File: src/rtl/wb_timeout_bridge.sv
// Registered single-transaction WISHBONE classic bridge that forwards one cycle downstream
// and turns a hung or unmapped access into an upstream error after TIMEOUT cycles.
module wb_timeout_bridge #(
  parameter int ADDRESS_WIDTH = 16,
  parameter int DATA_WIDTH    = 32,
  parameter int TIMEOUT       = 255,
  parameter int COUNT_WIDTH   = 8
) (
  input  logic                       wb_clk_i,
  input  logic                       wb_rst_ni,
  input  logic                       wbs_cyc_i,
  input  logic                       wbs_stb_i,
  input  logic                       wbs_we_i,
  input  logic [ADDRESS_WIDTH-1:0]   wbs_adr_i,
  input  logic [DATA_WIDTH-1:0]      wbs_dat_i,
  input  logic [DATA_WIDTH/8-1:0]    wbs_sel_i,
  output logic                       wbs_ack_o,
  output logic                       wbs_err_o,
  output logic                       wbs_rty_o,
  output logic [DATA_WIDTH-1:0]      wbs_dat_o,
  output logic                       wbm_cyc_o,
  output logic                       wbm_stb_o,
  output logic                       wbm_we_o,
  output logic [ADDRESS_WIDTH-1:0]   wbm_adr_o,
  output logic [DATA_WIDTH-1:0]      wbm_dat_o,
  output logic [DATA_WIDTH/8-1:0]    wbm_sel_o,
  input  logic                       wbm_ack_i,
  input  logic                       wbm_err_i,
  input  logic                       wbm_rty_i,
  input  logic [DATA_WIDTH-1:0]      wbm_dat_i,
  input  logic                       timeout_clr_i,
  output logic                       timeout_o,
  output logic [COUNT_WIDTH-1:0]     timeout_count_o
);

  localparam logic [15:0]            CYCLE_LAST = 16'(TIMEOUT - 1);
  localparam logic [15:0]            CYCLE_ONE  = 16'd1;
  localparam logic [COUNT_WIDTH-1:0] COUNT_ONE  = COUNT_WIDTH'(1);

  typedef enum logic [1:0] {
    IDLE   = 2'd0,
    ACTIVE = 2'd1,
    RESP   = 2'd2
  } state_t;

  state_t      state_q, state_d;
  logic [15:0] cycle_cnt_q;
  logic        accept, abort, downstream_resp, expire, finish;

  function automatic logic [COUNT_WIDTH-1:0] sat_inc(input logic [COUNT_WIDTH-1:0] v);
    if (&v) return v;
    return v + COUNT_ONE;
  endfunction

  // An upstream abort outranks a downstream response; a response outranks expiry.
  always_comb begin
    state_d         = state_q;
    accept          = 1'b0;
    abort           = 1'b0;
    downstream_resp = 1'b0;
    expire          = 1'b0;
    unique case (state_q)
      IDLE: begin
        if (wbs_cyc_i && wbs_stb_i) begin
          accept  = 1'b1;
          state_d = ACTIVE;
        end
      end
      ACTIVE: begin
        if (!wbs_cyc_i) begin
          abort   = 1'b1;
          state_d = IDLE;
        end else if (wbm_ack_i || wbm_err_i || wbm_rty_i) begin
          downstream_resp = 1'b1;
          state_d         = RESP;
        end else if (cycle_cnt_q == CYCLE_LAST) begin
          expire  = 1'b1;
          state_d = RESP;
        end
      end
      RESP:    state_d = IDLE;
      default: state_d = IDLE;
    endcase
    finish = abort || downstream_resp || expire;
  end

  always_ff @(posedge wb_clk_i or negedge wb_rst_ni) begin
    if (!wb_rst_ni) state_q <= IDLE;
    else            state_q <= state_d;
  end

  always_ff @(posedge wb_clk_i or negedge wb_rst_ni) begin
    if (!wb_rst_ni) begin
      wbm_cyc_o   <= 1'b0;
      wbm_stb_o   <= 1'b0;
      wbm_we_o    <= 1'b0;
      wbm_adr_o   <= '0;
      wbm_dat_o   <= '0;
      wbm_sel_o   <= '0;
      cycle_cnt_q <= '0;
    end else if (accept) begin
      wbm_cyc_o   <= 1'b1;
      wbm_stb_o   <= 1'b1;
      wbm_we_o    <= wbs_we_i;
      wbm_adr_o   <= wbs_adr_i;
      wbm_dat_o   <= wbs_dat_i;
      wbm_sel_o   <= wbs_sel_i;
      cycle_cnt_q <= '0;
    end else if (finish) begin
      wbm_cyc_o   <= 1'b0;
      wbm_stb_o   <= 1'b0;
      wbm_we_o    <= 1'b0;
      wbm_adr_o   <= '0;
      wbm_dat_o   <= '0;
      wbm_sel_o   <= '0;
    end else if (state_q == ACTIVE) begin
      cycle_cnt_q <= cycle_cnt_q + CYCLE_ONE;
    end
  end

  // Upstream pulses are registered so they are visible exactly during RESP.
  always_ff @(posedge wb_clk_i or negedge wb_rst_ni) begin
    if (!wb_rst_ni) begin
      wbs_ack_o <= 1'b0;
      wbs_err_o <= 1'b0;
      wbs_rty_o <= 1'b0;
      wbs_dat_o <= '0;
    end else begin
      wbs_ack_o <= downstream_resp && !wbm_err_i && !wbm_rty_i;
      wbs_err_o <= (downstream_resp && wbm_err_i) || expire;
      wbs_rty_o <= downstream_resp && !wbm_err_i && wbm_rty_i;
      if (downstream_resp && !wbm_we_o) wbs_dat_o <= wbm_dat_i;
    end
  end

  // A timeout coinciding with a clear request still records itself as the first event.
  always_ff @(posedge wb_clk_i or negedge wb_rst_ni) begin
    if (!wb_rst_ni) begin
      timeout_o       <= 1'b0;
      timeout_count_o <= '0;
    end else if (expire) begin
      timeout_o       <= 1'b1;
      timeout_count_o <= timeout_clr_i ? COUNT_ONE : sat_inc(timeout_count_o);
    end else if (timeout_clr_i) begin
      timeout_o       <= 1'b0;
      timeout_count_o <= '0;
    end
  end

endmodule

File: config.mk
export PLATFORM = sky130hd
export DESIGN_NAME = wb_timeout_bridge
export DESIGN_NICKNAME = d
export VERILOG_FILES = /design/src/rtl/wb_timeout_bridge.sv
export SDC_FILE = /design/constraint.sdc
export NUM_CORES = 1
export LEC_CHECK = 0
export CAP_MARGIN = 40
export CORE_MARGIN = 1.5
export CORE_UTILIZATION = 44
export CTS_BUF_LIST = sky130_fd_sc_hd__clkbuf_16
export DETAILED_ROUTE_END_ITERATION = 16
export MAX_ROUTING_LAYER = met4
export PLACE_DENSITY = 0.76
export SETUP_SLACK_MARGIN = 0.15
export SLEW_MARGIN = 20
export SYNTH_ARGS = -nofsm -noshare
export SYNTH_HDL_FRONTEND = slang
export SYNTH_SLANG_ARGS = --single-unit
File: constraint.sdc
create_clock -name wb_clk_i -period 2.2 [get_ports wb_clk_i]
set_clock_uncertainty 0.05 [all_clocks]
set_input_delay 0.22 -clock wb_clk_i [delete_from_list [all_inputs] [get_ports wb_clk_i]]
set_output_delay 0.22 -clock wb_clk_i [all_outputs]
set_load 0.1 [all_outputs]
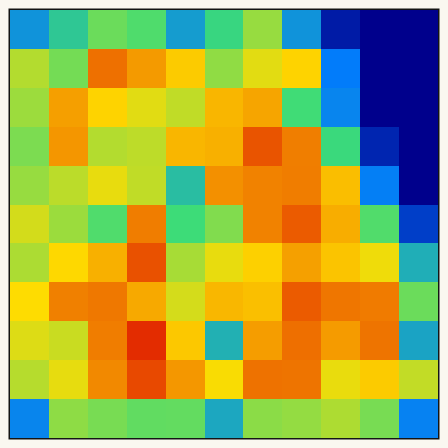
Fig. 1. Cell density map.
11 x 11 tiles, from dark blue (low) to red (high), 0 to 100% covered.
- fullest tile: 95%
- emptiest ninth of the die: north-east
- nearly empty tiles: 6.6%

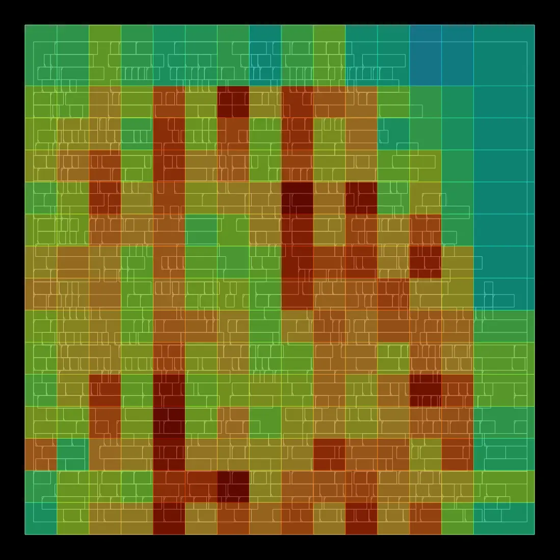
Fig. 2. Congestion heat map.
All-Layer GR Usage: 0.266
Avg WL per Cell: 17.8 µm
grt peak-use layer: met2
routing usage on met1: 0.304

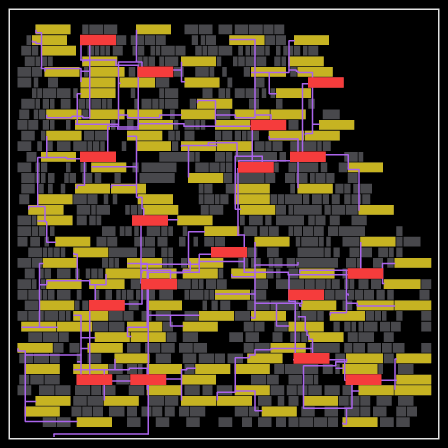
Fig. 3. Clock distribution.
- cells driving clock nets: red (count 17)
- clock wires: purple (length 1480 µm)
- flip-flops: yellow (count 116)
- flops lie: widely spread

==> results.ini <==
[die]
die_y_um=110
die_w_um=110

[clock_tree]
cts.root.buffer_cell=sky130_fd_sc_hd__clkbuf_16
tritoncts_clock_tree=built
clock_tree.buffer_depth=2
clock_slew_at_reported_path_ffs_ns=0.05
tritoncts.num_buffers=17

[logic_synthesis]
yosysCellCount=479
synth_warnings=0
post_synth.cell_area_avg_um2=10.5
synth.top_cells.by_area=sky130_fd_sc_hd__dfrtp_1 58%, sky130_fd_sc_hd__nand2_1 9.3%, sky130_fd_sc_hd__mux2_2 7.2%
synth-seq-area-share=0.579
postSynth.asyncResetShare=1.00
synth_area_leader=sky130_fd_sc_hd__dfrtp_1

[sta]
final.setup.tns_ns=0
hold_viol=0
worst-slew-pin-transition_ns=0.536
fmaxAchievable_mhz=493
setup_violation_total_in_the_final_timing_report=0
report.final.slew_viol_count=0
post-route-min-period_ns=2.03

[pwr]
power_total_mw=9.29
power_density_of_the_placed_cells_nw_per_um2=1220

[drt]
via_count=4526
detailedRoute.firstIterationViolations=236
detailedRoute.firstPassIterationCount=5
via_per_inst=5.39

[critical_path]
reg2reg_depth=5
setup.reg_to_reg.worst_slack_ns=0.17
critical_path_class=reg2reg
crit-reg2reg-capture=timeout_count_o[5]
cp.required_ns=2.48
cp_max_fo=6
timing.critical_path.slowest_stage_cell=sky130_fd_sc_hd__or4_1

[outcome]
run_status=finished, final reports clean

[layout]
antenna-diode-count=0
layoutNonFillerInstCount=839
final_layout_size_suffix_gt1_frac=0.295

[job]
tool_warnings=28
timing.max_cap.violations=0

[placement]
place_congestion=0.867
detailedPlace.worstSlack_ns=0.00448
placed_cell_area_um2=6940
dp_hpwl_um=10100

[grt]
grt_remaining_overflow=0
grt_pass1_vias=4743

[hold_path]
hold_path.class=in2async

==> worst max-delay path: cells and delay by family, from the launching register on <==
family	cells	cell delay, ns
simple gates	3	1.13
flops	1	0.46
buf+inv	1	0.18
compound gates	1	0.13
==> logic make-up (layout without fill, tap and decap cells) <==
logic type	count (synthesis)	count (layout)	share of synthesized area
AOI/OAI and AO/OA	95	95	0.111
adders and majority gates	3	3	0.00749
buffers and inverters	37	257	0.0300
DFF	116	116	0.579
muxes	37	37	0.0819
and+or+nand+nor	191	191	0.191
==> routing by layer <==
| metal | up-vias | part of all wire |
|---|---|---|
| met5 | - | 0 |
| met4 | 0 | 0.024 |
| met3 | 31 | 0.059 |
| met2 | 155 | 0.52 |
| met1 | 2244 | 0.39 |
| li1 | 2096 | - |
==> flip-flops by register name, indices dropped and copies added (netlist names), 2 cells and up <==
name and flops:
cycle_cnt_q 16, state_q 2, wbm_adr_o 16, wbm_sel_o 4
timeout_count_o 8, wbm_dat_o 32, wbs_dat_o 32
==> layout make-up <==
class	instances	area, µm²
Tap cell	140	175
Timing Repair Buffer	216	1970
Inverter	9	33.8
Multi-Input combinational cell	326	2000
Clock buffer	17	425
Sequential cell	116	2910
Clock inverter	15	124
Fill cell	783	3340
==> through the flow <==
stage / hold slack [ns] / util
after floorplan: -0.126 / -
after global placement: 0.153 / 0.631
after detailed placement: 0.155 / 0.631
after CTS: 0.263 / 0.683
after global routing: 0.309 / 0.695
final: 0.289 / 0.695
==> cell usage in the layout (no fill, tap or decap), types with 3 or more instances in the layout <==
master,instances
sky130_fd_sc_hd__dfrtp_1,110
sky130_fd_sc_hd__ha_1,3
sky130_fd_sc_hd__o21ai_0,59
sky130_fd_sc_hd__inv_1,10
sky130_fd_sc_hd__o211ai_1,3
sky130_fd_sc_hd__nand3_1,12
sky130_fd_sc_hd__nor4_1,4
sky130_fd_sc_hd__o31ai_1,12
sky130_fd_sc_hd__nand4_1,6
sky130_fd_sc_hd__nand2_1,124
sky130_fd_sc_hd__and4_1,3
sky130_fd_sc_hd__a21oi_1,11
sky130_fd_sc_hd__or4_1,11
sky130_fd_sc_hd__buf_4,114
sky130_fd_sc_hd__mux2i_1,5
sky130_fd_sc_hd__mux2_2,32
sky130_fd_sc_hd__clkinv_1,4
sky130_fd_sc_hd__clkdlybuf4s50_1,91
sky130_fd_sc_hd__buf_12,5
sky130_fd_sc_hd__and3_1,3
sky130_fd_sc_hd__clkinv_2,5
sky130_fd_sc_hd__clkbuf_16,20
sky130_fd_sc_hd__nand2b_1,4
sky130_fd_sc_hd__dfrtp_2,6
==> timing repair <==
action | 4_1_cts | 5_1_grt
cloned | 0 | 4
setup endpoints to repair | 2 | 64
hold endpoints to repair | 31 | 0
hold buffers | 1 | 0
gates resized | 2 | 6
setup buffers | 0 | 3
pin swaps | 0 | 5
==> report_power, final <==
group	internal, mW	switching, mW
clock network	1.63	0.941
registers	2.49	0.207
logic	0.863	3.16
total	4.98	4.31
